===== config.mk =====
export PLATFORM = sky130hd
export DESIGN_NAME = voice_allocator
export DESIGN_NICKNAME = d
export VERILOG_FILES = /design/src/rtl/voice_allocator.sv
export SDC_FILE = /design/constraint.sdc
export NUM_CORES = 1
export LEC_CHECK = 0
export CAP_MARGIN = 20
export CORE_UTILIZATION = 53
export CTS_CLUSTER_DIAMETER = 40
export DETAILED_ROUTE_END_ITERATION = 10
export PLACE_DENSITY_LB_ADDON = 0.05
export RECOVER_POWER = 100
export SYNTH_ARGS = -nofsm -noshare
export SYNTH_HDL_FRONTEND = slang
export SYNTH_SLANG_ARGS = --single-unit

===== constraint.sdc =====
create_clock -name clk96 -period 5.2 [get_ports clk96]
set_clock_uncertainty 0.15 [all_clocks]
set_input_delay 1.04 -clock clk96 [delete_from_list [all_inputs] [get_ports clk96]]
set_output_delay 1.04 -clock clk96 [all_outputs]
set_load 0.005 [all_outputs]

===== src/rtl/voice_allocator.sv =====
// voice_allocator: maps MIDI note-on/note-off events onto a fixed pool of
// synth voices. Note-on picks retrigger > lowest free slot > oldest voice;
// note-off releases the voice holding that note and channel.
// Each event takes NUM_VOICES+2 cycles (IDLE, NUM_VOICES x SCAN, ISSUE).
// A one-deep pending slot absorbs one event while busy; further events drop.
// Optional macro VOICE_ALLOC_SUSTAIN_EN adds a sustain pedal. While the pedal
// is down, a note-off holds its voice. When the pedal is released, a RELEASE
// state stops every held voice, one per cycle.
// Handshake: there is no backpressure. Strobes are accepted every cycle. An
// event that can be neither served nor queued is signalled by the drop pulse.
module voice_allocator #(
    parameter int NUM_VOICES = 8,
    parameter int IDX_W      = 3,
    parameter int AGE_W      = 8
) (
    input  logic                  clk96,
    input  logic                  rst,
    input  logic                  note_pressed,
    input  logic                  note_released,
    input  logic [6:0]            note,
    input  logic [6:0]            velocity,
    input  logic [3:0]            channel,
    input  logic                  sustain,
    output logic                  voice_start,
    output logic                  voice_stop,
    output logic [IDX_W-1:0]      voice_idx,
    output logic [6:0]            voice_note,
    output logic [6:0]            voice_velocity,
    output logic [NUM_VOICES-1:0] active,
    output logic                  busy,
    output logic                  drop
);

    localparam logic [1:0] ST_IDLE  = 2'd0;
    localparam logic [1:0] ST_SCAN  = 2'd1;
    localparam logic [1:0] ST_ISSUE = 2'd2;
`ifdef VOICE_ALLOC_SUSTAIN_EN
    localparam logic [1:0] ST_RELEASE = 2'd3;
`endif
    // Event word layout: {is_note_on, note, velocity, channel}
    localparam int               EV_W     = 19;
    localparam logic [AGE_W-1:0] AGE_MAX  = '1;
    localparam logic [IDX_W-1:0] LAST_IDX = IDX_W'(NUM_VOICES - 1);

    logic [1:0]       state;
    logic [IDX_W-1:0] scan_i;
    logic             cur_on;
    logic [6:0]       cur_note;
    logic [6:0]       cur_vel;
    logic [3:0]       cur_chan;

    logic             match_found, free_found, old_found;
    logic [IDX_W-1:0] match_idx, free_idx, old_idx;
    logic [AGE_W-1:0] old_age;

    logic [6:0]       v_note [NUM_VOICES];
    logic [3:0]       v_chan [NUM_VOICES];
    logic [AGE_W-1:0] v_age  [NUM_VOICES];

    logic             pend_valid;
    logic [EV_W-1:0]  pend_ev;

    logic             prim_valid, sec_valid;
    logic [EV_W-1:0]  prim_ev, sec_ev;
    logic             go_rel, consume, direct, slot_free;
    logic             qa_valid, qb_valid;
    logic [EV_W-1:0]  qa_ev;

    logic             scan_hit;
    logic [IDX_W-1:0] tgt;
    logic             tgt_was_active;

    assign busy = (state != ST_IDLE);

`ifdef VOICE_ALLOC_SUSTAIN_EN
    logic [NUM_VOICES-1:0] held;
    logic                  sus_q, rel_req, rel_now, rel_last;
    logic [IDX_W-1:0]      rel_idx;

    assign rel_now = rel_req | (sus_q & ~sustain);
    assign go_rel  = (state == ST_IDLE) && rel_now && (|held);

    // Pick the lowest-index held voice and flag whether it is the last one
    always_comb begin
        rel_idx = '0;
        for (int i = NUM_VOICES - 1; i >= 0; i--) begin
            if (held[i]) rel_idx = IDX_W'(i);
        end
        rel_last = ((held & ~(NUM_VOICES'(1) << rel_idx)) == '0);
    end

    // Track the pedal and remember a release that happened while busy
    always_ff @(posedge clk96) begin
        if (rst) begin
            sus_q   <= 1'b0;
            rel_req <= 1'b0;
        end else begin
            sus_q   <= sustain;
            rel_req <= (state != ST_IDLE) && rel_now;
        end
    end
`else
    logic unused_sustain;
    assign unused_sustain = sustain;
    assign go_rel         = 1'b0;
`endif

    // Decode strobes into a primary event and a possible second (release) event
    always_comb begin
        prim_valid = note_pressed | note_released;
        prim_ev    = {note_pressed && (velocity != 7'd0), note, velocity, channel};
        sec_valid  = note_pressed & note_released;
        sec_ev     = {1'b0, note, velocity, channel};
    end

    // Decide which incoming events are served directly, queued or dropped
    always_comb begin
        consume   = (state == ST_IDLE) && !go_rel && pend_valid;
        direct    = (state == ST_IDLE) && !go_rel && !pend_valid && prim_valid;
        qa_valid  = direct ? sec_valid : prim_valid;
        qa_ev     = direct ? sec_ev : prim_ev;
        qb_valid  = direct ? 1'b0 : sec_valid;
        slot_free = !pend_valid || consume;
    end

    // One-deep pending slot and the drop pulse
    always_ff @(posedge clk96) begin
        if (rst) begin
            pend_valid <= 1'b0;
            pend_ev    <= '0;
            drop       <= 1'b0;
        end else begin
            drop <= qb_valid || (qa_valid && !slot_free);
            if (qa_valid && slot_free) begin
                pend_valid <= 1'b1;
                pend_ev    <= qa_ev;
            end else if (consume) begin
                pend_valid <= 1'b0;
            end
        end
    end

    // Compare the voice under the scan pointer with the latched event
    always_comb begin
        scan_hit = active[scan_i] && (v_note[scan_i] == cur_note) &&
                   (v_chan[scan_i] == cur_chan);
    end

    // Note-on target: retrigger, else lowest free, else oldest
    always_comb begin
        if (match_found)     tgt = match_idx;
        else if (free_found) tgt = free_idx;
        else                 tgt = old_idx;
        tgt_was_active = match_found || !free_found;
    end

    // Main FSM: latch event, scan voices, issue pulses and update voice state
    always_ff @(posedge clk96) begin
        if (rst) begin
            state          <= ST_IDLE;
            scan_i         <= '0;
            cur_on         <= 1'b0;
            cur_note       <= '0;
            cur_vel        <= '0;
            cur_chan       <= '0;
            match_found    <= 1'b0;
            free_found     <= 1'b0;
            old_found      <= 1'b0;
            match_idx      <= '0;
            free_idx       <= '0;
            old_idx        <= '0;
            old_age        <= '0;
            active         <= '0;
            voice_start    <= 1'b0;
            voice_stop     <= 1'b0;
            voice_idx      <= '0;
            voice_note     <= '0;
            voice_velocity <= '0;
            for (int i = 0; i < NUM_VOICES; i++) begin
                v_note[i] <= '0;
                v_chan[i] <= '0;
                v_age[i]  <= '0;
            end
`ifdef VOICE_ALLOC_SUSTAIN_EN
            held <= '0;
`endif
        end else begin
            voice_start <= 1'b0;
            voice_stop  <= 1'b0;
            case (state)
                ST_IDLE: begin
                    scan_i      <= '0;
                    match_found <= 1'b0;
                    free_found  <= 1'b0;
                    old_found   <= 1'b0;
`ifdef VOICE_ALLOC_SUSTAIN_EN
                    if (go_rel) begin
                        state <= ST_RELEASE;
                    end else
`endif
                    if (pend_valid) begin
                        {cur_on, cur_note, cur_vel, cur_chan} <= pend_ev;
                        state <= ST_SCAN;
                    end else if (prim_valid) begin
                        {cur_on, cur_note, cur_vel, cur_chan} <= prim_ev;
                        state <= ST_SCAN;
                    end
                end
                ST_SCAN: begin
                    if (scan_hit && !match_found) begin
                        match_found <= 1'b1;
                        match_idx   <= scan_i;
                    end
                    if (!active[scan_i] && !free_found) begin
                        free_found <= 1'b1;
                        free_idx   <= scan_i;
                    end
                    if (active[scan_i] && (!old_found || (v_age[scan_i] > old_age))) begin
                        old_found <= 1'b1;
                        old_idx   <= scan_i;
                        old_age   <= v_age[scan_i];
                    end
                    if (scan_i == LAST_IDX) state <= ST_ISSUE;
                    else                    scan_i <= scan_i + 1'b1;
                end
                ST_ISSUE: begin
                    state <= ST_IDLE;
                    if (cur_on) begin
                        voice_start    <= 1'b1;
                        voice_stop     <= tgt_was_active;
                        voice_idx      <= tgt;
                        voice_note     <= cur_note;
                        voice_velocity <= cur_vel;
                        for (int i = 0; i < NUM_VOICES; i++) begin
                            if (IDX_W'(i) == tgt) begin
                                active[i] <= 1'b1;
                                v_note[i] <= cur_note;
                                v_chan[i] <= cur_chan;
                                v_age[i]  <= '0;
`ifdef VOICE_ALLOC_SUSTAIN_EN
                                held[i]   <= 1'b0;
`endif
                            end else if (active[i] && (v_age[i] != AGE_MAX)) begin
                                v_age[i] <= v_age[i] + 1'b1;
                            end
                        end
                    end else if (match_found) begin
`ifdef VOICE_ALLOC_SUSTAIN_EN
                        if (sustain) begin
                            held[match_idx] <= 1'b1;
                        end else begin
                            voice_stop        <= 1'b1;
                            voice_idx         <= match_idx;
                            active[match_idx] <= 1'b0;
                            held[match_idx]   <= 1'b0;
                        end
`else
                        voice_stop        <= 1'b1;
                        voice_idx         <= match_idx;
                        active[match_idx] <= 1'b0;
`endif
                    end
                end
`ifdef VOICE_ALLOC_SUSTAIN_EN
                ST_RELEASE: begin
                    voice_stop      <= 1'b1;
                    voice_idx       <= rel_idx;
                    active[rel_idx] <= 1'b0;
                    held[rel_idx]   <= 1'b0;
                    if (rel_last) state <= ST_IDLE;
                end
`endif
                default: state <= ST_IDLE;
            endcase
        end
    end

endmodule


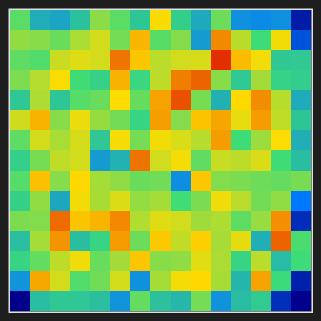
(images/util_map.png)
Drawn at 2 px/um. 15 x 15 tiles, from dark blue (low) to red (high), 0 to 100% covered.
The fullest tile reaches 95%. The mean over all tiles is 59%. 0.90% of the tiles are nearly empty. 16% of the tiles are over 75% full.

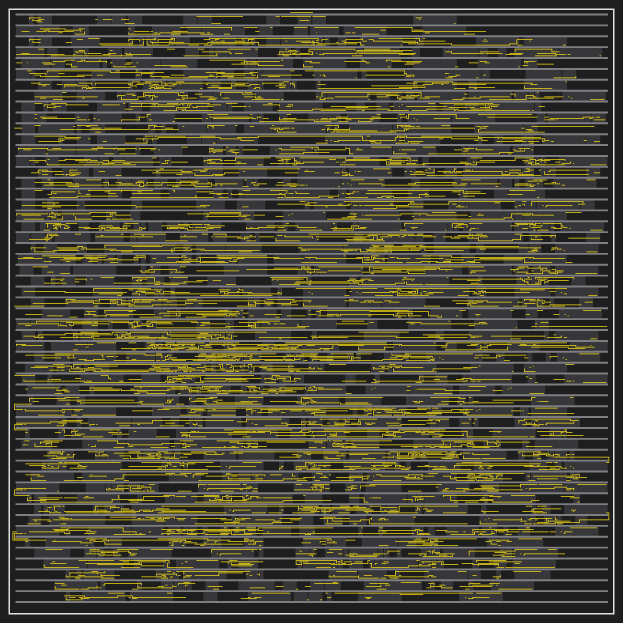
(images/m1.png)
Drawn at 4 px/um. Supply wires on this layer in grey.
The layer carries 12500 um of wire. 1071 nets have wire on it. The wires run mostly horizontal. The layer holds 46% of the routed length.

==> results.yml <==
# flow metrics
status:
  status: "finished with violations"
  violations: "capacitance limit, slew limit"
clock_tree:
  cts_tree: "yes"
yosys:
  top_cells_by_count: "184 x nor2_1, 152 x edfxtp_1, 95 x dfxtp_1, 81 x mux2i_1, 70 x nand2_1"
  ys_warn_count: 0
  flop_cell: "edfxtp_1"
  top_cell: "nor2_1"
  ys_cells: 1033
  synth_cell_types: 54
  syn_area_mm2: 0.0117
final_timing:
  rsz0062_at_grt: "no"
  final_hold_viol_count: 0
  setup_viol: 0
  maxSlewHeadroom_pct: -61.6
  slew_violations: 123
job:
  drv_cap: 4
setup_path:
  r2r_cells: 11
  arrival_ns: 4.41
  reg2reg_to: "old_idx[0]"
detailed_routing:
  routed_wl_um: 26900
  drcViolationCount: 0
  num_vias: 7939
  first_pass_iters: 7
grt:
  grt.busiest_layer: "met2"
  use_met2_pct: 38.3
  grtUsageTotal_pct: 24.9
place:
  hpwl_um: 18000
floorplanning:
  die-area_mm2: 0.0227
  rows: 54
layout:
  fin_util_pct: 63.1
  fin_nets: 1125
pwr:
  p_per_area_mw_per_mm2: 374
worst_hold_path:
  hold_path_class: "flop to flop"
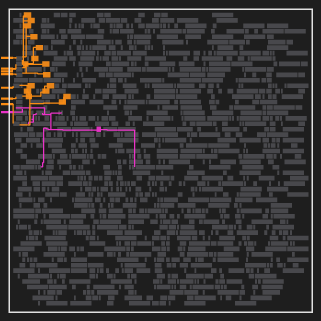
(images/port_trees.png)
Drawn at 2 px/um.
Orange stands for velocity, direction input, edge west, end cells 16, buffers 7, wire 190 um. Magenta stands for busy, direction output, edge west, end cells 1, buffers 1, wire 140 um.

==> layout by cell type (no fill, tap or decap), types with 4 or more instances in the layout <==
cell and instances:
a211oi_1 22, a21oi_1 32, a22o_1 4, a22oi_1 6, and2_0 25, and2_1 10, and3_1 18, buf_4 9
bufinv_16 5, clkbuf_1 12, clkbuf_16 39, clkbuf_8 4, clkdlybuf4s50_1 21, clkinv_2 6, dfxtp_1 94, dlygate4sd3_1 28
edfxtp_1 152, ha_1 18, inv_1 29, mux2_2 10, mux2i_1 81, mux4_2 28, nand2_1 70, nand2b_1 11
nand3_1 51, nand4_1 6, nor2_1 183, nor2b_1 7, nor3_1 9, o2111ai_1 6, o21ai_0 8, xnor2_1 9
xor2_1 46
==> registers in the layout, summed over array words and instances (netlist names), 4 cells and up, named ones only <==
register	flops
cur_vel	7
active	8
old_age	8
v_age	64
cur_chan	4
voice_velocity	7
pend_ev	19
cur_note	7
v_chan	32
v_note	56
voice_note	7
==> kinds of logic after synthesis <==
kind of cell               after synthesis  synth area share, %
buffers and inverters                   82                 2.99
DFF                                    247                 55.2
AOI/OAI and AO/OA                      101                 5.98
xor gates and xnor gates                55                 4.11
adders and majority gates               18                 1.92
and+or+nand+nor                        406                 15.9
muxes                                  124                 14.0
==> cell type report <==
cell class	instances	area share (%)
timing repair buffer	65	4.27
clock buffer	49	7.68
multi-input combinational	704	35.9
sequential	247	47.1
inverter	29	0.793
tap	280	2.55
clock inverter	19	1.72
==> worst max-delay path, stage by stage <==
cell	delay (ns)
clkbuf_1	0.38
clkbuf_2	1.33
or2_0	1.14
nand2b_1	0.47
==> power by group <==
group | switching (mW) | internal [mW]
combinational | 0.185 | 0.146
sequential | 0.0802 | 2.16
clock | 0.874 | 1.68
total | 1.14 | 3.99
No activity file was given, so power comes from the tool's default toggle rates.
